## config.mk

```make
export PLATFORM = sky130hd
export DESIGN_NAME = wrf_frame_gen
export DESIGN_NICKNAME = d
export VERILOG_FILES = /design/src/rtl/wr_fabric_pkg.sv /design/src/rtl/wrf_frame_gen_word.sv /design/src/rtl/wrf_frame_gen.sv
export SDC_FILE = /design/constraint.sdc
export NUM_CORES = 1
export LEC_CHECK = 0
export ABC_AREA = 1
export CAP_MARGIN = 10
export CORE_MARGIN = 4
export CORE_UTILIZATION = 60
export DETAILED_ROUTE_END_ITERATION = 12
export GPL_TIMING_DRIVEN = 0
export PLACE_DENSITY = 0.91
export SETUP_SLACK_MARGIN = 0.1
export SLEW_MARGIN = 25
export SYNTH_ARGS = -nofsm -noshare
export SYNTH_HDL_FRONTEND = slang
export SYNTH_HIERARCHICAL = 1
export SYNTH_SLANG_ARGS = --single-unit
```

## constraint.sdc

```tcl
create_clock -name clk_sys_i -period 6.3 [get_ports clk_sys_i]
set_clock_uncertainty 0.2 [all_clocks]
set_input_delay 1.89 -clock clk_sys_i [delete_from_list [all_inputs] [get_ports clk_sys_i]]
set_output_delay 1.89 -clock clk_sys_i [all_outputs]
set_load 0.05 [all_outputs]
```

## src/rtl/wr_fabric_pkg.sv

```systemverilog
// Shared WR fabric definitions: address codes, frame length limits and the
// frame generator state type.
package wr_fabric_pkg;

  localparam logic [1:0]  c_WRF_DATA   = 2'b00;
  localparam logic [1:0]  c_WRF_STATUS = 2'b10;

  localparam logic [10:0] c_MIN_LEN = 11'd60;
  localparam logic [10:0] c_MAX_LEN = 11'd1514;

  typedef enum logic [2:0] {
    ST_IDLE,
    ST_STATUS,
    ST_DATA,
    ST_FLUSH,
    ST_GAP
  } gen_state_t;

  function automatic logic [10:0] clamp_len(input logic [10:0] len);
    if (len < c_MIN_LEN) return c_MIN_LEN;
    else if (len > c_MAX_LEN) return c_MAX_LEN;
    else return len;
  endfunction

endpackage

```

## src/rtl/wrf_frame_gen_word.sv

```systemverilog
// Combinational frame word generator: maps a data word index to its 16-bit
// big-endian contents (broadcast dst, src MAC, EtherType, seq, payload).
module wrf_frame_gen_word
  import wr_fabric_pkg::*;
#(
  parameter logic [47:0] g_src_mac   = 48'h0050C2000001,
  parameter logic [15:0] g_ethertype = 16'hDBFF
) (
  input  logic [9:0]  word_idx,
  input  logic [10:0] len,
  input  logic [15:0] seq,
  output logic [15:0] dat,
  output logic [1:0]  sel,
  output logic        last
);

  logic [7:0] pay_hi;

  // NOTE: every output gets a default before the case so no latch is inferred.
  always_comb begin
    dat    = 16'h0000;
    sel    = 2'b11;
    // Payload starts at byte 16, so the high byte of word w is payload byte 2w-16.
    pay_hi = {word_idx[6:0], 1'b0} - 8'd16;
    last   = ({1'b0, word_idx} == (((len + 11'd1) >> 1) - 11'd1));

    unique case (word_idx)
      10'd0, 10'd1, 10'd2: dat = 16'hFFFF;
      10'd3:               dat = g_src_mac[47:32];
      10'd4:               dat = g_src_mac[31:16];
      10'd5:               dat = g_src_mac[15:0];
      10'd6:               dat = g_ethertype;
      10'd7:               dat = seq;
      default:             dat = {pay_hi, pay_hi + 8'd1};
    endcase

    if (last && len[0]) begin
      dat[7:0] = 8'h00;
      sel      = 2'b10;
    end
  end

endmodule

```

## src/rtl/wrf_frame_gen.sv

```systemverilog
// WR fabric test-frame generator: emits runs of Ethernet frames on a
// pipelined fabric source, with inter-frame gap, stop and error abort.
module wrf_frame_gen
  import wr_fabric_pkg::*;
#(
  parameter logic [47:0] g_src_mac   = 48'h0050C2000001,
  parameter logic [15:0] g_ethertype = 16'hDBFF
) (
  input  logic        clk_sys_i,
  input  logic        rst_n_i,
  output logic        src_cyc_o,
  output logic        src_stb_o,
  output logic        src_we_o,
  output logic [1:0]  src_adr_o,
  output logic [1:0]  src_sel_o,
  output logic [15:0] src_dat_o,
  input  logic        src_ack_i,
  input  logic        src_stall_i,
  input  logic        src_err_i,
  input  logic        start_i,
  input  logic        stop_i,
  input  logic [10:0] len_i,
  input  logic [15:0] gap_i,
  input  logic [15:0] count_i,
  output logic        busy_o,
  output logic        done_p_o,
  output logic [31:0] sent_cnt_o,
  output logic [15:0] err_cnt_o
);

  gen_state_t  state, state_nxt;
  logic [10:0] len_q;
  logic [15:0] gap_q, count_q, gap_cnt, seq_q;
  logic [9:0]  word_idx, outst, outst_nxt;
  logic        stop_pend;
  logic [15:0] word_dat;
  logic [1:0]  word_sel;
  logic        word_last;
  logic        accept, abort, ack_v, flush_done, gap_last, run_done;

  wrf_frame_gen_word #(
    .g_src_mac  (g_src_mac),
    .g_ethertype(g_ethertype)
  ) u_word (
    .word_idx(word_idx),
    .len     (len_q),
    .seq     (seq_q),
    .dat     (word_dat),
    .sel     (word_sel),
    .last    (word_last)
  );

  // Fabric strobes decode straight from state so reset drops them asynchronously.
  always_comb begin
    src_cyc_o = (state == ST_STATUS) || (state == ST_DATA) || (state == ST_FLUSH);
    src_stb_o = (state == ST_STATUS) || (state == ST_DATA);
    src_we_o  = src_cyc_o;
    busy_o    = (state != ST_IDLE);
    src_adr_o = c_WRF_DATA;
    src_sel_o = 2'b00;
    src_dat_o = 16'h0000;
    if (state == ST_STATUS) begin
      src_adr_o = c_WRF_STATUS;
      src_sel_o = 2'b11;
    end else if (state == ST_DATA) begin
      src_sel_o = word_sel;
      src_dat_o = word_dat;
    end
  end

  assign accept = src_stb_o && !src_stall_i;
  assign abort  = src_cyc_o && src_err_i;
  assign ack_v  = src_cyc_o && src_ack_i && ((outst != '0) || accept);

  always_comb begin
    outst_nxt = outst;
    if (accept && !ack_v)      outst_nxt = outst + 10'd1;
    else if (!accept && ack_v) outst_nxt = outst - 10'd1;
  end

  assign flush_done = (outst_nxt == '0);
  assign gap_last   = (gap_q == '0) || (gap_cnt == gap_q - 16'd1);
  assign run_done   = stop_pend || ((count_q != '0) && (sent_cnt_o == {16'h0000, count_q}));

  always_comb begin
    state_nxt = state;
    done_p_o  = 1'b0;
    unique case (state)
      ST_IDLE:   if (start_i) state_nxt = ST_STATUS;
      ST_STATUS: if (abort) state_nxt = ST_GAP;
                 else if (accept) state_nxt = ST_DATA;
      ST_DATA:   if (abort) state_nxt = ST_GAP;
                 else if (accept && word_last) state_nxt = ST_FLUSH;
      ST_FLUSH:  if (abort || flush_done) state_nxt = ST_GAP;
      ST_GAP:    if (gap_last) begin
                   if (run_done) begin
                     state_nxt = ST_IDLE;
                     done_p_o  = 1'b1;
                   end else begin
                     state_nxt = ST_STATUS;
                   end
                 end
      default:   state_nxt = ST_IDLE;
    endcase
  end

  // NOTE: all state updates use non-blocking assignments so every register
  // samples the pre-edge values regardless of statement order.
  always_ff @(posedge clk_sys_i or negedge rst_n_i) begin
    if (!rst_n_i) begin
      state      <= ST_IDLE;
      len_q      <= '0;
      gap_q      <= '0;
      count_q    <= '0;
      gap_cnt    <= '0;
      seq_q      <= '0;
      word_idx   <= '0;
      outst      <= '0;
      stop_pend  <= 1'b0;
      sent_cnt_o <= '0;
      err_cnt_o  <= '0;
    end else begin
      state <= state_nxt;

      if (state == ST_IDLE && start_i) begin
        len_q      <= clamp_len(len_i);
        gap_q      <= gap_i;
        count_q    <= count_i;
        sent_cnt_o <= '0;
      end

      // A stop only marks the run; it is acted on when GAP ends.
      if (state_nxt == ST_IDLE)             stop_pend <= 1'b0;
      else if (stop_i && state != ST_IDLE)  stop_pend <= 1'b1;

      if (state != ST_DATA)  word_idx <= '0;
      else if (accept)       word_idx <= word_idx + 10'd1;

      outst   <= (abort || !src_cyc_o) ? '0 : outst_nxt;
      gap_cnt <= (state == ST_GAP) ? gap_cnt + 16'd1 : '0;

      if (abort) begin
        if (err_cnt_o != 16'hFFFF) err_cnt_o <= err_cnt_o + 16'd1;
      end else if (state == ST_FLUSH && flush_done) begin
        sent_cnt_o <= sent_cnt_o + 32'd1;
        seq_q      <= seq_q + 16'd1;
      end
    end
  end

endmodule
```

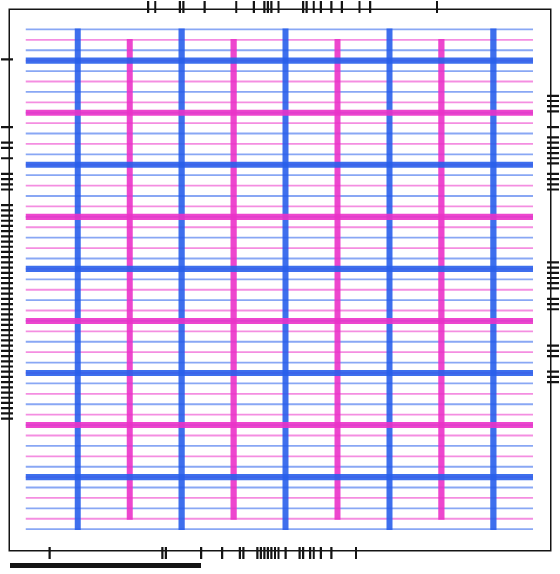
(run_1/power_grid.png)
The bar under the picture is 50 um long. Pins as bars on the die edge.
Key: VSS = blue; VDD = magenta
The core has 48 rows. 123 signal pins sit on the boundary. 9 straps on met4.

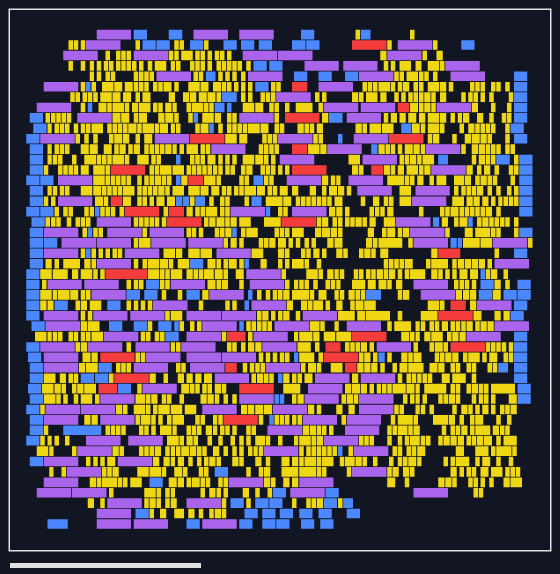
(run_1/placement_by_type.png)
The bar under the picture is 50 um long.
Key: flops = purple [cells 147]; other buffers and delay cells = blue [cells 167]; clock drivers and dummy loads = red [cells 32]; combinational and other logic = yellow [cells 1416]

==> flow_metrics.tcl, run 1 <==
# flow metrics
set metrics [dict create \
    result_of_the_run "finished clean" \
    net-switching-power_w 0.000509 \
    timing_max_transition_violations_final 0 \
    core_area_sq_um 17300 \
    detail_route.drc_violations 0 \
    most_numerous_logic_cell_after_layout "sky130_fd_sc_hd__nand2_1" \
    grt_antenna_before_repair 0 \
    netlist.top_cell.by_area "sky130_fd_sc_hd__dfrtp_1" \
    crit_path_start_kind "flop" \
    yosysWarningCount 6 \
    route.vias.total 10900 \
    cts_root_buf "sky130_fd_sc_hd__clkbuf_16" \
    clock_sinks 147 \
    finalHoldViolCount 0 \
    place_hpwl_um 22100 \
    holdCritStartpoint "len_q[10]" \
    top_cell_area_share 0.346 \
    layout_worst_path_cycle_share 0.940 \
    sw_frac_of_total 0.245 \
    post_cts.resized_instances 0 \
    cts_buf_count 17 \
    finalSetupViolations 0 \
    drt.antenna.violating_nets 0 \
    cts.path.max_buffers 2 \
    final_design_utilization 0.738 \
    grt_util_all_layers 0.297 \
    critical_path.endpoint_type "primary output" \
]
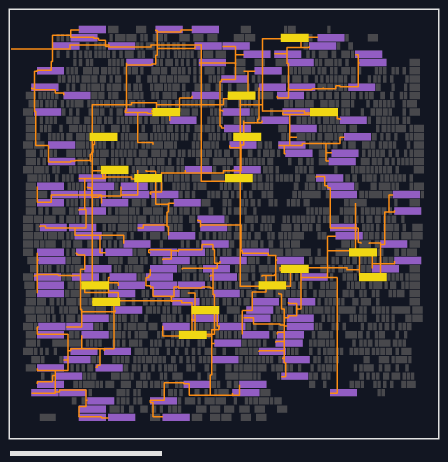
(run_1/clk_routes.png)
The bar under the picture is 50 um long.
Key: flip-flops = purple [count 147]; clock drivers = yellow [count 17]; clock wires = orange [length 2050 um]
Position of the flops: spread over the die. There are 18 routed clock nets.

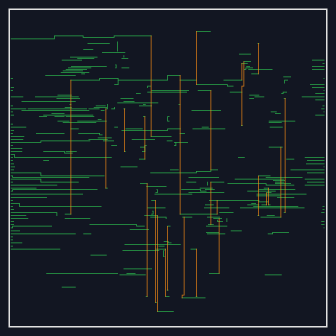
(run_1/wires.png)
Two of the layers only.
Key: metal 4 = orange [wire length 759 um]; metal 3 = green [wire length 2250 um]

==> run 1: final timing paths <==
kind / slack, ns / endpoint
hold / removal: 0.31 / len_q[10]
min in group asynchronous: 1.21 / gap_q[11]
max in group asynchronous: 3.87 / seq_q[6]
hold reg to reg: 0.31 / len_q[10]
setup reg to reg: 2.82 / stop_pend
setup / recovery: 0.38 / src_dat_o[0]
==> run 1: power groups by stage <==
stage | combinational (W) | sequential (W) | clock (W)
floorplan | 0.00000749 | 0.000962 | 0
global placement | 0.0000629 | 0.000962 | 0
detailed placement | 0.0000658 | 0.000961 | 0
CTS | 0.0000666 | 0.000943 | 0.00107
global route | 0.0000720 | 0.000943 | 0.00110
finish | 0.0000661 | 0.000943 | 0.00106
==> run 1: final cells by class <==
type                            instances  area, sq um  share of cell area
Clock buffer                           19          453              0.0355
Timing Repair Buffer                  122         1240              0.0975
Clock inverter                         13          158              0.0124
Sequential cell                       147         3680               0.288
Buffer                                 45          229              0.0179
Multi-Input combinational cell       1192         5880               0.460
Inverter                              224          842              0.0660
Tap cell                              225          282              0.0221
==> run 1: critical path, stage by stage, from the launching register on <==
cell	delay, ns
sky130_fd_sc_hd__dfrtp_1	0.52
sky130_fd_sc_hd__ha_1	0.36
sky130_fd_sc_hd__nand2_1	0.11
sky130_fd_sc_hd__nand2_1	0.11
sky130_fd_sc_hd__ha_1	0.23
sky130_fd_sc_hd__nand2_1	0.10
sky130_fd_sc_hd__inv_1	0.09
sky130_fd_sc_hd__nor2_1	0.05
sky130_fd_sc_hd__nand3_1	0.09
sky130_fd_sc_hd__nand2_1	0.06
sky130_fd_sc_hd__nor2_1	0.09
sky130_fd_sc_hd__nand3_1	0.09
sky130_fd_sc_hd__nor2_1	0.17
sky130_fd_sc_hd__nand2_1	0.07
sky130_fd_sc_hd__nor2_1	0.08
sky130_fd_sc_hd__nand3_1	0.14
sky130_fd_sc_hd__nor2_2	0.17
sky130_fd_sc_hd__nor2_1	0.06
sky130_fd_sc_hd__inv_1	0.05
sky130_fd_sc_hd__nor2_1	0.04
sky130_fd_sc_hd__clkdlybuf4s50_1	0.71
==> run 1: cells by family after synthesis <==
kind of cell | Yosys count | share of synthesized area
buf+inv | 269 | 0.101
xor+xnor | 96 | 0.0791
other cells | 2 | 0.000707
compound gates | 123 | 0.0628
mux | 1 | 0.00106
fa+ha+maj | 12 | 0.0141
simple gates | 958 | 0.395
flops | 147 | 0.346
==> run 1: flip-flops by register name, indices dropped and copies added, names as in the netlist <==
register    count
sent_cnt_o     32
count_q        16
err_cnt_o      16
gap_cnt        16
gap_q          16
seq_q          16
len_q          11
outst          10
word_idx       10
state           3
stop_pend       1
==> run 1: routing by layer <==
metal / global-route usage / up-vias / share of wire
li1: - / 5350 / -
met1: 0.383 / 5070 / 0.42
met2: 0.499 / 461 / 0.48
met3: 0.0611 / 60 / 0.076
met4: 0.102 / 0 / 0.026
met5: 0 / - / 0
==> run 1: metrics by stage <==
step	total power [W]	area (sq um)
CTS	0.00208	12800
global route	0.00212	12800
global placement	0.00102	12100
floorplan	0.000969	10600
detailed placement	0.00103	12200
finish	0.00207	12800
--- run 2 (diff from run 1) ---
--- a/config.mk
+++ b/config.mk
@@ -7,7 +7,6 @@
 export LEC_CHECK = 0
 export ABC_AREA = 1
 export CAP_MARGIN = 10
-export CORE_MARGIN = 4
 export CORE_UTILIZATION = 60
 export DETAILED_ROUTE_END_ITERATION = 12
 export GPL_TIMING_DRIVEN = 0
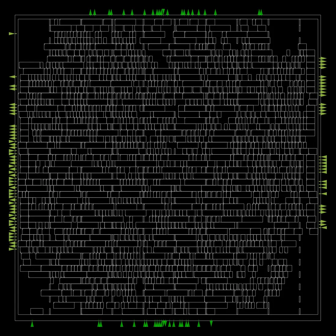
(run_2/placement.png)
post-layout instance count excluding filler cells: 1987
area inside the core boundary: 17300 sq um
fillcell total: 1361
sequential share of cell area: 0.289

==> run 2 against run 1 <==
Compared with the run above:
- worst setup slack better by 0.027 ns
- maximum frequency is 0.46% higher
- cell area is 0.29% lower
- first-iteration DRC count is 12% higher
- power is 3.3% lower
- register-to-register slack better by 0.05 ns
- clock power is 6% lower
- hold slack worse by 0.015 ns
- die area is 8.3% lower
- flip-flop count stayed put
- largest cell class unchanged
==> flow_metrics.tcl, run 2 <==
# flow metrics
set metrics [dict create \
    cts.path.max_buffers 2 \
    result_of_the_run "finished clean" \
    crit_path_start_kind "flop" \
    wl_met2_um 13800 \
    synth.cellmix.simpleShare 0.395 \
    top_register "sent_cnt_o" \
    post_cts.resized_instances 0 \
    cts_buf_count 17 \
    drt.antenna.violating_nets 0 \
    timing_max_transition_violations_final 0 \
    grt_antenna_before_repair 0 \
    adder_share 0.0141 \
    critical_path_s_slowest_cell "sky130_fd_sc_hd__clkdlybuf4s50_1" \
    path_common_cell "sky130_fd_sc_hd__nand2_1" \
    timing.critical_path.slowest_cell_delay_ns 0.81 \
    grt_util_all_layers 0.339 \
    aoi_share 0.0628 \
    critical_path.endpoint_type "primary output" \
    place_hpwl_um 21900 \
    most_numerous_logic_cell_after_layout "sky130_fd_sc_hd__nand2_1" \
    synthMuxAreaShare 0.00106 \
    post-layout-total-power_w 0.00200 \
    yosysWarningCount 6 \
    synth.logic.top_family "simple AND/OR/NAND/NOR gates" \
    clock_sinks 147 \
    largest_reg_flops 32 \
    route.vias.total 11000 \
    synthXorXnorAreaFrac 0.0791 \
    detail_route.drc_violations 0 \
    met3RoutedLength_um 2420 \
    finalSetupViolations 0 \
    highest_layer "met4" \
    cp_cell_sequence "ha_1, nand2_1, nand2_1, ha_1, inv_1, nor3_4, nand2_1, nand2_1, nand3_1, nand2_1, nor2_1, nand3_1, nor2_2, nor2_1, inv_1, nor2_1, clkdlybuf4s50_1" \
]
==> run 2: cell counts after synthesis <==
Identical to the previous run, type by type.
==> run 2: layer usage <==
metal,vias to the layer above,track usage
met3,99,0.0717
met1,5087,0.427
met5,-,0
li1,5339,-
met2,498,0.560
met4,0,0.153
==> run 2: final timing paths <==
path                               startpoint             to  slack, ns  cells past startpoint
min in group asynchronous             rst_n_i    gap_cnt[13]       1.23                      1
worst max register to register       len_q[0]      stop_pend       2.87                     19
max in group asynchronous             rst_n_i  sent_cnt_o[8]       3.90                      2
worst max-delay path                 len_q[0]   src_dat_o[0]       0.40                     17
worst min-delay path            err_cnt_o[14]  err_cnt_o[14]       0.30                      1
worst min register to register  err_cnt_o[14]  err_cnt_o[14]       0.30                      1
==> run 2: power breakdown <==
part / switching (W) / internal, W / leakage, nW
clock: 0.000435 / 0.000560 / 0.277
sequential: 0.0000000000000000000158 / 0.000944 / 1.90
combinational: 0.0000349 / 0.0000312 / 4.60
total: 0.000470 / 0.00153 / 6.77
==> run 2: cell families (layout without fill, tap and decap cells) <==
group / after synthesis / after routing
simple gates: 958 / 958
buf+inv: 269 / 423
flops: 147 / 147
compound gates: 123 / 123
xor+xnor: 96 / 96
fa+ha+maj: 12 / 12
other cells: 2 / 2
mux: 1 / 1
==> run 2: area by class of cell <==
cell class              count  area (sq um)
plain buffers              45           229
multi-input cells        1192          5880
repair buffers            122          1240
clock inverters            13           130
fillers                  1361          4570
inverters                 224           842
flip-flops and latches    147          3680
clock buffers              19           443
well taps                 225           282
==> run 2: critical path: cells and delay by family, from the launching register on <==
family / cells / cell delay, ns
and+or+nand+nor: 12 / 1.35
buffers and inverters: 3 / 0.95
adders and majority gates: 2 / 0.56
DFF: 1 / 0.51
==> run 2: per-stage QoR <==
stage	area [sq um]	worst slack (ns)	util	instances
6_report	12700	0.405	0.736	1987
5_1_grt	12700	0.119	0.736	1987
4_1_cts	12700	0.473	0.736	1987
3_5_place_dp	12200	0.948	0.702	1955
3_3_place_gp	12100	-2.73	0.701	1954
2_1_floorplan	10600	1.56	-	1608
Power is estimated from default activity; no workload was simulated.
